### Pin placement, run 1

(2 px per um) Pins as bars across the die edge, other pins in gray.
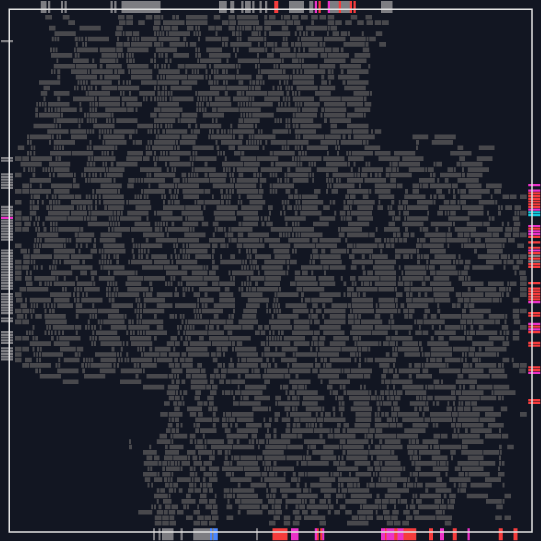
### Cell outlines without signal wires, run 1

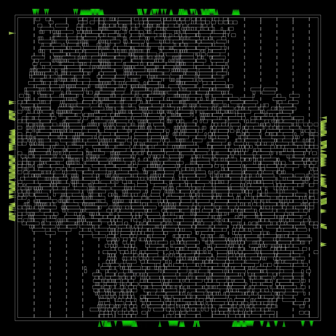
### Close-up of the layout, run 1

Window x 110 to 150, y 110 to 150 um. Cells in gray, sequential cells in the stronger gray; small squares are vias.
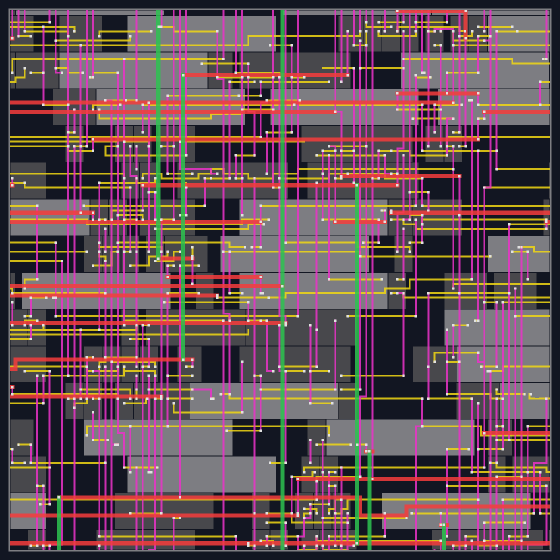
### Met2 routing, run 1

(1.5 px per um)
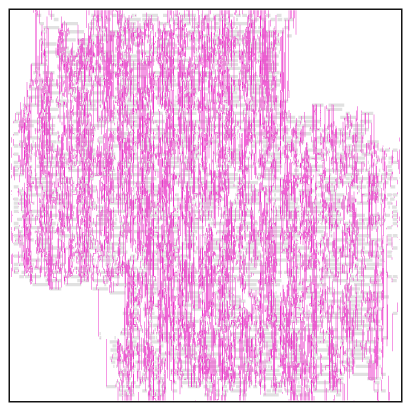
## src/rtl/iq_if.sv

```systemverilog
// Fetch/decode side bundle of the instruction issue queue: push group in, head window out.
interface iq_if #(
    parameter int ISSUE_WIDTH = 2,
    parameter int INST_W      = 32,
    parameter int PC_W        = 32
);
    logic                          push_valid;
    logic [2:0]                    push_count;
    logic [ISSUE_WIDTH*INST_W-1:0] push_inst;
    logic [PC_W-1:0]               push_pc;
    logic                          push_ready;
    logic [2:0]                    pop_count;
    logic [ISSUE_WIDTH*INST_W-1:0] head_inst;
    logic [ISSUE_WIDTH*PC_W-1:0]   head_pc;
    logic [ISSUE_WIDTH-1:0]        head_valid;

    modport master (
        output push_valid, push_count, push_inst, push_pc, pop_count,
        input  push_ready, head_inst, head_pc, head_valid
    );

    modport slave (
        input  push_valid, push_count, push_inst, push_pc, pop_count,
        output push_ready, head_inst, head_pc, head_valid
    );
endinterface

```

## src/rtl/inst_issue_queue.sv

```systemverilog
// Circular instruction buffer between fetch and decode; multi-slot push/pop per cycle,
// one-cycle flush, sticky overflow/underflow flags.
module inst_issue_queue #(
    parameter int ISSUE_WIDTH = 2,
    parameter int DEPTH       = 8,
    parameter int INST_W      = 32,
    parameter int PC_W        = 32,
    parameter int CNT_W       = $clog2(DEPTH + 1)
) (
    input  logic             clock,
    input  logic             reset,
    input  logic             flush,
    iq_if.slave              bus,
    output logic [CNT_W-1:0] count,
    output logic [CNT_W-1:0] free_count,
    output logic             overflow_err,
    output logic             underflow_err
);
    localparam int PTR_W = $clog2(DEPTH);
    // Common compare width wide enough for the 3-bit request fields and the counter.
    localparam int AW = (CNT_W > 3) ? CNT_W : 3;
    localparam logic [AW-1:0] IW_A = AW'(ISSUE_WIDTH);

    logic [INST_W-1:0] mem_inst [DEPTH];
    logic [PC_W-1:0]   mem_pc   [DEPTH];
    logic [PTR_W-1:0]  rd_ptr;
    logic [PTR_W-1:0]  wr_ptr;

    logic [AW-1:0] cnt_ext;
    logic [AW-1:0] push_ext;
    logic [AW-1:0] pop_ext;
    logic [AW-1:0] eff_pop;
    logic          push_len_ok;
    logic          push_acc;
    logic          push_rej;
    logic          pop_bad;
    logic [CNT_W-1:0] count_next;

    assign cnt_ext  = AW'(count);
    assign push_ext = AW'(bus.push_count);
    assign pop_ext  = AW'(bus.pop_count);

    assign free_count     = CNT_W'(DEPTH) - count;
    assign bus.push_ready = free_count >= CNT_W'(ISSUE_WIDTH);

    assign push_len_ok = (push_ext != '0) && (push_ext <= IW_A);
    assign push_acc    = bus.push_valid && bus.push_ready && push_len_ok && !flush && !reset;
    assign push_rej    = bus.push_valid && !flush && !(bus.push_ready && push_len_ok);
    assign pop_bad     = !flush && ((pop_ext > cnt_ext) || (pop_ext > IW_A));

    always_comb begin
        eff_pop = pop_ext;
        if (eff_pop > cnt_ext) eff_pop = cnt_ext;
        if (eff_pop > IW_A)    eff_pop = IW_A;
    end

    assign count_next = CNT_W'(cnt_ext + (push_acc ? push_ext : '0) - eff_pop);

    always_ff @(posedge clock) begin
        if (reset) begin
            rd_ptr        <= '0;
            wr_ptr        <= '0;
            count         <= '0;
            overflow_err  <= 1'b0;
            underflow_err <= 1'b0;
        end else if (flush) begin
            rd_ptr <= '0;
            wr_ptr <= '0;
            count  <= '0;
        end else begin
            if (push_acc) wr_ptr <= wr_ptr + PTR_W'(push_ext);
            rd_ptr <= rd_ptr + PTR_W'(eff_pop);
            count  <= count_next;
            if (push_rej) overflow_err  <= 1'b1;
            if (pop_bad)  underflow_err <= 1'b1;
        end
    end

    // Storage is deliberately left out of reset; head outputs mask stale entries by count.
    always_ff @(posedge clock) begin
        for (int i = 0; i < ISSUE_WIDTH; i++) begin
            if (push_acc && (AW'(i) < push_ext)) begin
                mem_inst[wr_ptr + PTR_W'(i)] <= bus.push_inst[i*INST_W +: INST_W];
                mem_pc[wr_ptr + PTR_W'(i)]   <= bus.push_pc + PC_W'(4 * i);
            end
        end
    end

    always_comb begin
        bus.head_inst  = '0;
        bus.head_pc    = '0;
        bus.head_valid = '0;
        for (int i = 0; i < ISSUE_WIDTH; i++) begin
            if (cnt_ext > AW'(i)) begin
                bus.head_valid[i]                  = 1'b1;
                bus.head_inst[i*INST_W +: INST_W]  = mem_inst[rd_ptr + PTR_W'(i)];
                bus.head_pc[i*PC_W +: PC_W]        = mem_pc[rd_ptr + PTR_W'(i)];
            end
        end
    end
endmodule

```

## src/flat_wrapper.sv

```systemverilog
// flat-port wrapper written by rule: the top's interface ports become plain ports
module inst_issue_queue_flat 
#(
    parameter int ISSUE_WIDTH = 2,
    parameter int DEPTH       = 8,
    parameter int INST_W      = 32,
    parameter int PC_W        = 32,
    parameter int CNT_W       = $clog2(DEPTH + 1)
)
  (clock, reset, flush, count, free_count, overflow_err, underflow_err, bus_push_valid, bus_push_count, bus_push_inst, bus_push_pc, bus_pop_count, bus_push_ready, bus_head_inst, bus_head_pc, bus_head_valid);
  iq_if #(.ISSUE_WIDTH(ISSUE_WIDTH), .INST_W(INST_W), .PC_W(PC_W)) bus_i ();
  input  logic clock;
  input  logic reset;
  input  logic flush;
  output logic [CNT_W-1:0] count;
  output logic [CNT_W-1:0] free_count;
  output logic overflow_err;
  output logic underflow_err;
  input wire logic [$bits(bus_i.push_valid)-1:0] bus_push_valid;
  input wire logic [$bits(bus_i.push_count)-1:0] bus_push_count;
  input wire logic [$bits(bus_i.push_inst)-1:0] bus_push_inst;
  input wire logic [$bits(bus_i.push_pc)-1:0] bus_push_pc;
  input wire logic [$bits(bus_i.pop_count)-1:0] bus_pop_count;
  output wire logic [$bits(bus_i.push_ready)-1:0] bus_push_ready;
  output wire logic [$bits(bus_i.head_inst)-1:0] bus_head_inst;
  output wire logic [$bits(bus_i.head_pc)-1:0] bus_head_pc;
  output wire logic [$bits(bus_i.head_valid)-1:0] bus_head_valid;
  assign bus_i.push_valid = bus_push_valid;
  assign bus_i.push_count = bus_push_count;
  assign bus_i.push_inst = bus_push_inst;
  assign bus_i.push_pc = bus_push_pc;
  assign bus_i.pop_count = bus_pop_count;
  assign bus_push_ready = bus_i.push_ready;
  assign bus_head_inst = bus_i.head_inst;
  assign bus_head_pc = bus_i.head_pc;
  assign bus_head_valid = bus_i.head_valid;
  inst_issue_queue #(.ISSUE_WIDTH(ISSUE_WIDTH), .DEPTH(DEPTH), .INST_W(INST_W), .PC_W(PC_W), .CNT_W(CNT_W)) u_core (.clock(clock), .reset(reset), .flush(flush), .bus(bus_i), .count(count), .free_count(free_count), .overflow_err(overflow_err), .underflow_err(underflow_err));
endmodule
```

## config.mk

```make
export PLATFORM = sky130hd
export DESIGN_NAME = inst_issue_queue_flat
export DESIGN_NICKNAME = d
export VERILOG_FILES = /design/src/rtl/iq_if.sv /design/src/rtl/inst_issue_queue.sv /design/src/flat_wrapper.sv
export SDC_FILE = /design/constraint.sdc
export NUM_CORES = 1
export LEC_CHECK = 0
export CORE_MARGIN = 2
export CORE_UTILIZATION = 48
export CTS_BUF_LIST = sky130_fd_sc_hd__clkbuf_2
export DETAILED_ROUTE_END_ITERATION = 8
export PLACE_DENSITY = 0.68
export SLEW_MARGIN = 0
export SYNTH_ARGS = -nofsm -noshare
export SYNTH_HDL_FRONTEND = slang
export SYNTH_SLANG_ARGS = --single-unit
```

## constraint.sdc

```tcl
create_clock -name clock -period 5.35 [get_ports clock]
set_clock_uncertainty 0.15 [all_clocks]
set_input_delay 1.07 -clock clock [delete_from_list [all_inputs] [get_ports clock]]
set_output_delay 1.07 -clock clock [all_outputs]
set_load 0.005 [all_outputs]
```

==> metrics.cfg, run 1 <==
[global_route]
grt_pass1_wl_mm=145
grt_overflow=0
first_global_vias=24100
antenna_found_initial=10
use_met2_pct=47.8
grt.total_usage_pct=28.7
met1_usage_pct=35.7

[floorplanning]
core_area_um2=65500
fp.dieW_um=261
die_y_um=261
floorplan.core_util_pct=48.3
die_area_um2=67900

[drt]
wl_met1_mm=35.1
vias=24000
wl_met3_mm=11.5
drtAntennaViolNets=0
drc=0
top_layer_used=met5
totalWireLength_mm=98.3
vias_per_cell=6.01
drtIter0Drc=3015
dr_wl_met2_mm=48.1

[flow_run]
max-cap-violations=0
warnings=36

[final_timing]
whs_ns=0.303
fin_crit_sh_pct=98.2
tightest_slew_ns=1.32

[finish]
syn_to_final_growth_pct=14.9
largest_class=sequential cells
nNonClkBuffers=331
seqAreaFraction_pct=43.0
final-nonclk-buf-share_pct=9.07
nClkBuffers=197
fill_cells=5426

[worst_setup_path]
crit_cells=6
path_cells=inv_1 > ha_1 > o21a_4 > buf_4 > a21oi_1 > clkdlybuf4s50_1
crit_fanout=32
critPathLaunch=u_core.count[0]$_SDFF_PP0_
r2r-end=u_core.count[3]$_SDFF_PP0_
reg2regPathDepth=16
path_buffers=3
path_class=reg2out
cp_top_family=buffers and inverters
worstPathRequired_ns=4.13
critPathMaxStageDelay_ns=0.60
cp_slowest_cell=clkdlybuf4s50_1
setup.worst_path.start_class=flop
arrival_ns=4.04

[worst_hold_path]
hold_start=reset
hold_depth=2
hold_path_end=u_core.overflow_err$_SDFFE_PP0P_

[yosys]
edf_count=512
top_cells_by_area=edfxtp_1, mux4_2, nand2_1
async_flop_share_pct=0
ys_cells=2834
netlist_instances=2834
synth_cell_type_count=50
synth_seq_share_pct=49.4
synth-simple-area-share_pct=16.8
avgSynthCellArea_um2=11.2
ys.warnings.count=0
synth_flops=524
top_cell_area_share_pct=48.6
synth-main-ff-cell=edfxtp_1
ys_area_um2=31600
synthesis.nets=2960
synthAdderAreaFrac_pct=0.910
xor_area_share_pct=6.70
syn-cell-area_um2=31600

[clocking]
holdBufCountCts=0
cts_setup_buffers=0
cts_resized=3
clockBufferDepth=3
clk_latency_ns=1.25
numCtsBuffers=140
cts-root-buf=clkbuf_2

[run_status]
status=completed

[power]
leakagePower_nw=12.9

[placed_design]
dp_cells=3733

About 'Pin placement':
- bus_head_valid: cyan (pins 2; direction output; edge right)
- bus_push_pc: magenta (pins 32; direction input; edge 18 bottom, 11 right, 2 top, 1 left)
- bus_head_pc: red (pins 64; direction output; edge 30 right, 28 bottom, 6 top)
- bus_pop_count: blue (pins 3; direction input; edge bottom)
- all pins by edge: 76 top, 69 bottom, 57 left, 45 right

About 'Cell outlines without signal wires':
tapcell count: 864
Rows: 94
num sequential: 524
Layout Utilization: 55.4%

About 'Close-up of the layout':
- met4: green
- met2: magenta
- met1: yellow
- met3: red
- netlist names of flops here include: u_core.mem_inst (10), u_core.mem_pc (8)
- sequential cells in the window: 18
- cells with their middle in the window: 98
- most frequent: nand2_1 (46), edfxtp_1 (18), mux4_2 (7)

About 'Met2 routing':
- wire length on this layer: 48.1 mm
- nets with wire on the layer: 2,537
- main direction: vertical
- longest straight run: 64.3 um

==> run 1: metrics by stage <==
| step | setup slack (ns) | area, um^2 |
|---|---|---|
| finish | 0.0946 | 36300 |
| global route | -0.0361 | 36300 |
| CTS | 0.00314 | 36200 |
| detailed placement | 0.594 | 34800 |
| global placement | 0.652 | 34800 |
| floorplan | -0.278 | 31600 |
==> run 1: power breakdown <==
group	switching, W	internal (W)	total [W]	leakage [nW]
Sequential	0.0000463	0.00454	0.00459	4.70
Combinational	0.00238	0.00230	0.00468	7.14
Clock	0.00173	0.00143	0.00316	1.01
==> run 1: registers in the layout, summed over array words and instances, names as in the netlist <==
signal / flops
u_core.mem_inst: 256
u_core.overflow_err: 1
u_core.count: 4
u_core.rd_ptr: 3
u_core.wr_ptr: 3
u_core.underflow_err: 1
u_core.mem_pc: 256
==> run 2: changes to the inputs <==
--- a/config.mk
+++ b/config.mk
@@ -9,6 +9,7 @@
 export CORE_UTILIZATION = 48
 export CTS_BUF_LIST = sky130_fd_sc_hd__clkbuf_2
 export DETAILED_ROUTE_END_ITERATION = 8
+export HOLD_SLACK_MARGIN = 0.05
 export PLACE_DENSITY = 0.68
 export SLEW_MARGIN = 0
 export SYNTH_ARGS = -nofsm -noshare
### Close-up of the layout, run 2

Window x 110 to 150, y 110 to 150 um. Cells in gray, sequential cells in the stronger gray; small squares are vias.
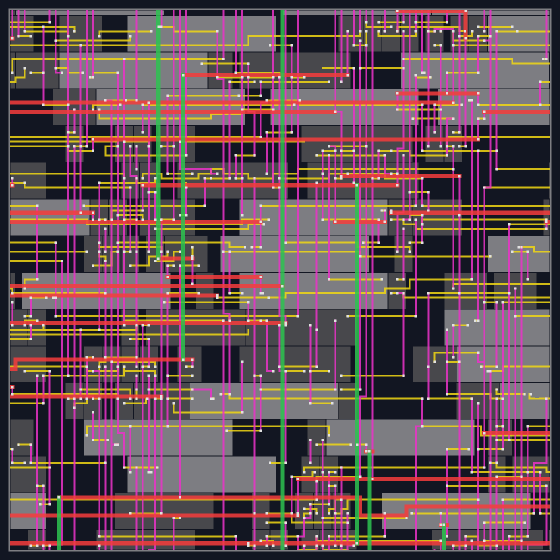
- met3: red
- met4: green
- met1: yellow
- met2: magenta
- cells with their middle in the window: 98
- netlist names of flops here include: u_core.mem_inst (10), u_core.mem_pc (8)
- most frequent: nand2_1 (46), edfxtp_1 (18), mux4_2 (7)
- sequential cells in the window: 18

==> run 2 against run 1 <==
Effect of this change:
- count of clock-buffer cells in the layout did not move
- wire length is the same
- fmax is the same
- flip-flop count stayed put
- worst hold slack unchanged
- core utilization stayed put
- synthesized cell count unchanged
- worst setup slack did not move
- sequential power is essentially flat
- final cell count stayed put
- total power unchanged
- largest cell class unchanged
- highest routed layer unchanged
==> metrics.cfg, run 2 <==
[final_timing]
tightest_slew_ns=1.32  ; unchanged
setup_viol=0  ; unchanged
period_needed_ns=5.26  ; unchanged
final_hold_viol_count=0  ; unchanged
slew_headroom_pct=11.1  ; unchanged
drv_slew=0  ; unchanged
fin_tns_setup_ns=0  ; unchanged
fmax_mhz=190  ; unchanged
fin_crit_sh_pct=98.2  ; unchanged
whs_ns=0.303  ; unchanged

[power]
p_comb_share_pct=37.6  ; about the same
comb_power_w=0.00468  ; about the same
intPower_w=0.00826  ; unchanged
p_per_area_nw_per_um2=342  ; unchanged
seq_power_w=0.00459  ; about the same
power.share.switching_pct=33.5  ; unchanged
power_w=0.0124  ; unchanged
leakagePower_nw=12.9  ; unchanged
maxPowerGroup=combinational logic  ; unchanged
p_sw_w=0.00416  ; unchanged
power_frac_seq_pct=36.9  ; about the same
p_clk_w=0.00316  ; about the same
clkPwrFrac_pct=25.4  ; about the same
ir_worst_vdd_v=0.000284  ; unchanged

[worst_setup_path]
setup.worst_path.start_class=flop  ; unchanged
worstPathRequired_ns=4.13  ; about the same
worstReg2RegStart=u_core.count[0]$_SDFF_PP0_  ; unchanged
crit_fanout=32  ; unchanged
path_class=reg2out  ; unchanged
r2r-end=u_core.count[3]$_SDFF_PP0_  ; unchanged
critPathMaxStageDelay_ns=0.60  ; about the same
critPathLaunch=u_core.count[0]$_SDFF_PP0_  ; unchanged
path_cells=inv_1 > ha_1 > o21a_4 > buf_4 > a21oi_1 > clkdlybuf4s50_1  ; unchanged
cp_slowest_cell=clkdlybuf4s50_1  ; unchanged
cp-endpoint=bus_head_inst[32]  ; unchanged
r2r_slack_ns=1.21  ; about the same
reg2regPathDepth=16  ; unchanged
arrival_ns=4.04  ; about the same
critPathCaptureType=output port  ; unchanged

[global_route]
grt_max_degree=141  ; unchanged
grt.total_usage_pct=28.7  ; unchanged
antenna_found_initial=10  ; unchanged
grt_overflow=0  ; unchanged
grt_pass1_wl_mm=145  ; unchanged
first_global_vias=24100  ; unchanged

[yosys]
top_cells_by_count=nand2_1, edfxtp_1, mux4_2  ; unchanged
top_logic_kind=multiplexers  ; unchanged
synth_seq_share_pct=49.4  ; unchanged
netlist_instances=2834  ; unchanged
edf_count=512  ; unchanged
xor_area_share_pct=6.70  ; unchanged
ys_area_um2=31600  ; unchanged
yosys.area_share.aoi_pct=1.56  ; unchanged
top_cell_area_share_pct=48.6  ; unchanged
synth_cell_type_count=50  ; unchanged
post-synth-top-area-cell=edfxtp_1  ; unchanged
synth.most_common_cell=nand2_1  ; unchanged
synthAdderAreaFrac_pct=0.910  ; unchanged
synth_flops=524  ; unchanged
avgSynthCellArea_um2=11.2  ; unchanged
synthMuxAreaShare_pct=20.3  ; unchanged
synth-main-ff-cell=edfxtp_1  ; unchanged
async_flop_share_pct=0  ; unchanged
synthesis.nets=2960  ; unchanged
ys.warnings.count=0  ; unchanged
syn-cell-area_um2=31600  ; unchanged
synth-simple-area-share_pct=16.8  ; unchanged
top_cells_by_area=edfxtp_1, mux4_2, nand2_1  ; unchanged
ys_cells=2834  ; unchanged

[finish]
antenna_cells=7  ; unchanged
nMultiInputCombCells=2002  ; unchanged
nClkBuffers=197  ; unchanged
register_area_um2=15600  ; unchanged
sh_comb_area_pct=40.7  ; unchanged
nNonClkBuffers=331  ; unchanged
final-nonclk-buf-share_pct=9.07  ; unchanged
final_cell_mix=nand2_1, edfxtp_1, mux4_2, clkdlybuf4s50_1, nor2_1  ; unchanged
seqAreaFraction_pct=43.0  ; unchanged
post_route_cells_drive_above_1_share_pct=19.5  ; unchanged
fill_cells=5426  ; unchanged
final_nets=3150  ; unchanged
lay_top_count=nand2_1  ; unchanged
syn_to_final_growth_pct=14.9  ; unchanged
inv_count=25  ; unchanged
layout.cells.non_filler=3992  ; unchanged
logic_area_um2=14800  ; unchanged
final-clk-cell-share_pct=3.88  ; unchanged
final_util_pct=55.4  ; unchanged
ff_count=524  ; unchanged
largest_class=sequential cells  ; unchanged
reg.largest.list=u_core.mem_inst: 256 flops, u_core.mem_pc: 256 flops, u_core.count: 4 flops  ; unchanged

[run_status]
status=completed  ; unchanged

[floorplanning]
ios=247  ; unchanged
core_area_um2=65500  ; unchanged
die_y_um=261  ; unchanged
fp.dieW_um=261  ; unchanged
row_count=94  ; unchanged
num_tap_cells=864  ; unchanged
floorplan.core_util_pct=48.3  ; unchanged
die_area_um2=67900  ; unchanged

[clocking]
clock-sinks=524  ; unchanged
clockBufferDepth=3  ; unchanged
clk_pin_slew_ns=0.09  ; about the same
holdBufCountCts=0  ; unchanged
clk_latency_ns=1.25  ; about the same
cts_setup_buffers=0  ; unchanged
numCtsBuffers=140  ; unchanged
cts_tree=done  ; unchanged
htreeDepth=4  ; unchanged
cts-root-buf=clkbuf_2  ; unchanged
cts_resized=3  ; unchanged

[drt]
vias=24000  ; unchanged
drc=0  ; unchanged
totalWireLength_mm=98.3  ; unchanged
drtIter0Drc=3015  ; unchanged
drtAntennaViolNets=0  ; unchanged
vias_per_cell=6.01  ; unchanged
firstDrtPassIters=7  ; unchanged
wire_per_inst_um=24.6  ; unchanged

[flow_run]
warnings=36  ; unchanged
max-cap-violations=0  ; unchanged

[worst_hold_path]
hold_path_end=u_core.overflow_err$_SDFFE_PP0P_  ; unchanged
hold_class=in2reg  ; unchanged
hold_depth=2  ; unchanged
hold_start=reset  ; unchanged

[placed_design]
dpl.hpwl_mm=56.1  ; unchanged
dp_cells=3733  ; unchanged
numPortBuffers=246  ; unchanged
gp_congestion=0.818  ; unchanged

run 2: through the flow:
stage | cell area, um^2 | setup slack [ns]
floorplan | 31600 | -0.278
global placement | 34800 | 0.652
detailed placement | 34800 | 0.594
CTS | 36200 | 0.00314
global route | 36300 | -0.0361
finish | 36300 | 0.0946
run 2: worst max-delay path, delay by kind of cell (launching register included):
family / cells / cell delay [ns]
adder cells (fa/ha/maj): 1 / 0.27
flip-flops: 1 / 0.49
AND-OR/OR-AND: 2 / 0.89
buffers and inverters: 3 / 1.12
run 2: routing by layer:
layer  share of wire (%)  global-route usage [%]  vias up
met3                  12                    7.37      257
met5                0.14                   0.641        -
met1                  36                    35.7    11800
met2                  49                    47.8     1596
li1                    -                       -    10300
met4                 3.4                    11.8       16
Power is estimated from default activity; no workload was simulated.
